Figure 1. Routed metal, one color a layer.
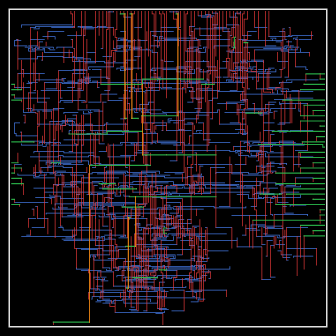
Figure 2. The metal 2 layer.
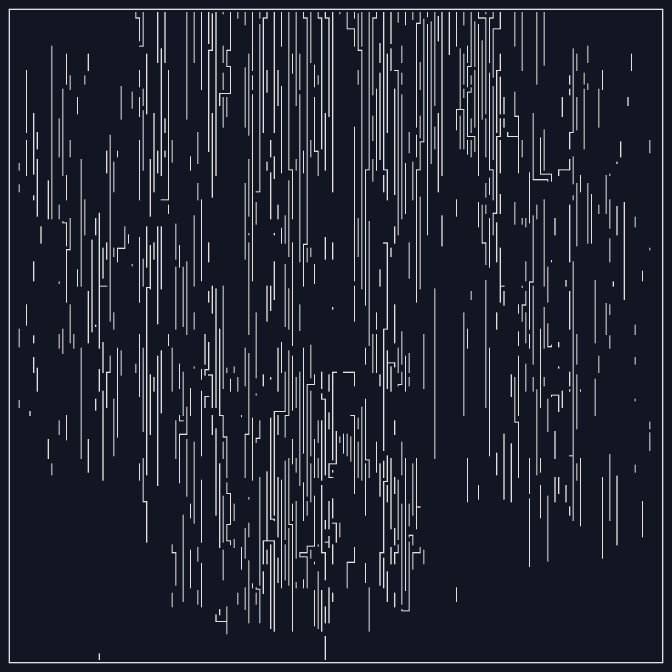
Design neural_unit_sequencer, sky130hd; sources not shown.
==> results.toml <==
# generated from flow reports
[run]
tool_warnings = 26

[clock_network]
htree_levels = 3
cts-buffers-inserted = 9
cts_setup_buffers = 0
clk_path_buf_depth = 2
cts_tree = "yes"

[yosys]
ys_warn_count = 0
syn_area_um2 = 2640
synthSimpleGateAreaFrac_pct = 25.6
synthFlopType = "dfxtp_1"
asyncSetResetFlopFracSynth_pct = 0
synth.area.top_cells = "dfxtp_1 (49%), nand2_1 (14%), a21oi_1 (10%), clkbuf_1 (1.6%), mux2i_1 (1.5%)"
largest_area_cell = "dfxtp_1"
yosysCellCount = 320

[timing]
slew_viol_final = 0
finalSetupViolations = 0
period_needed_ns = 1.89
tightest_slew_ns = 0.576

[finish]
largest_register_ffs = 32
final-comb-area_um2 = 1300
dominant_cells = "multi-input combinational cells"
drive_gt1_share_pct = 8.58
layout.cells.most_common = "nand2_1"
num-multi-input-gates = 233
flop_area_um2 = 1280

[placed_design]
dp_hpwl_mm = 5.18
dp_worst_setup_slack_ns = -0.432
placed_cells = 491

[detailed_routing]
first_iter_violations = 92
postRouteAntennaNets = 0
first_pass_iters = 4

[worst_setup_path]
crit_fanout = 10
crit_slowest_cell = "dfxtp_2"

[floorplanning]
dieHeight_um = 82.3
initCoreUtil_pct = 43.6

[pwr]
power.leakage_nw = 1.33

[grt]
grt_pass1_vias = 2402

[run_status]
status = "completed"
Back to the opening pictures, Figure 1:
- green: metal 3 (wire length 413 um)
- orange: metal 4 (wire length 171 um)
- red: metal 2 (wire length 3410 um)
- blue: metal 1 (wire length 3140 um)
drt wl/cell: 14.1 um
gr usage total: 21.7%

Back to the opening pictures, Figure 2:
- share of all routed wire: 48%
- wire length on this layer: 3410 um
DR vias: 2678
met2 Track Usage GR: 36.0%

layer usage:
layer | vias up | share of wire [%] | routed length [um]
met2 | 87 | 48 | 3410
met4 | 0 | 2.4 | 171
met3 | 15 | 5.8 | 412
met1 | 1251 | 44 | 3140
met5 | - | 0 | 0
li1 | 1325 | - | -
cells in the mapped netlist (3+ instances only):
master and count:
nand2b_1 5, nand3_1 7, or4_1 5, mux2i_1 4, nor2_1 8, dfxtp_1 64
nand2_1 100, o311ai_0 3, a31oi_1 3, ha_1 3, inv_1 4, o31ai_1 4
clkbuf_1 11, buf_2 5, a21oi_1 54
power breakdown:
part | internal [mW] | total (mW) | switching, mW
clock | 0.556 | 1.04 | 0.483
combinational | 0.165 | 0.310 | 0.144
sequential | 1.32 | 1.34 | 0.0166
total | 2.05 | 2.69 | 0.644
Power is estimated from default activity; no workload was simulated.
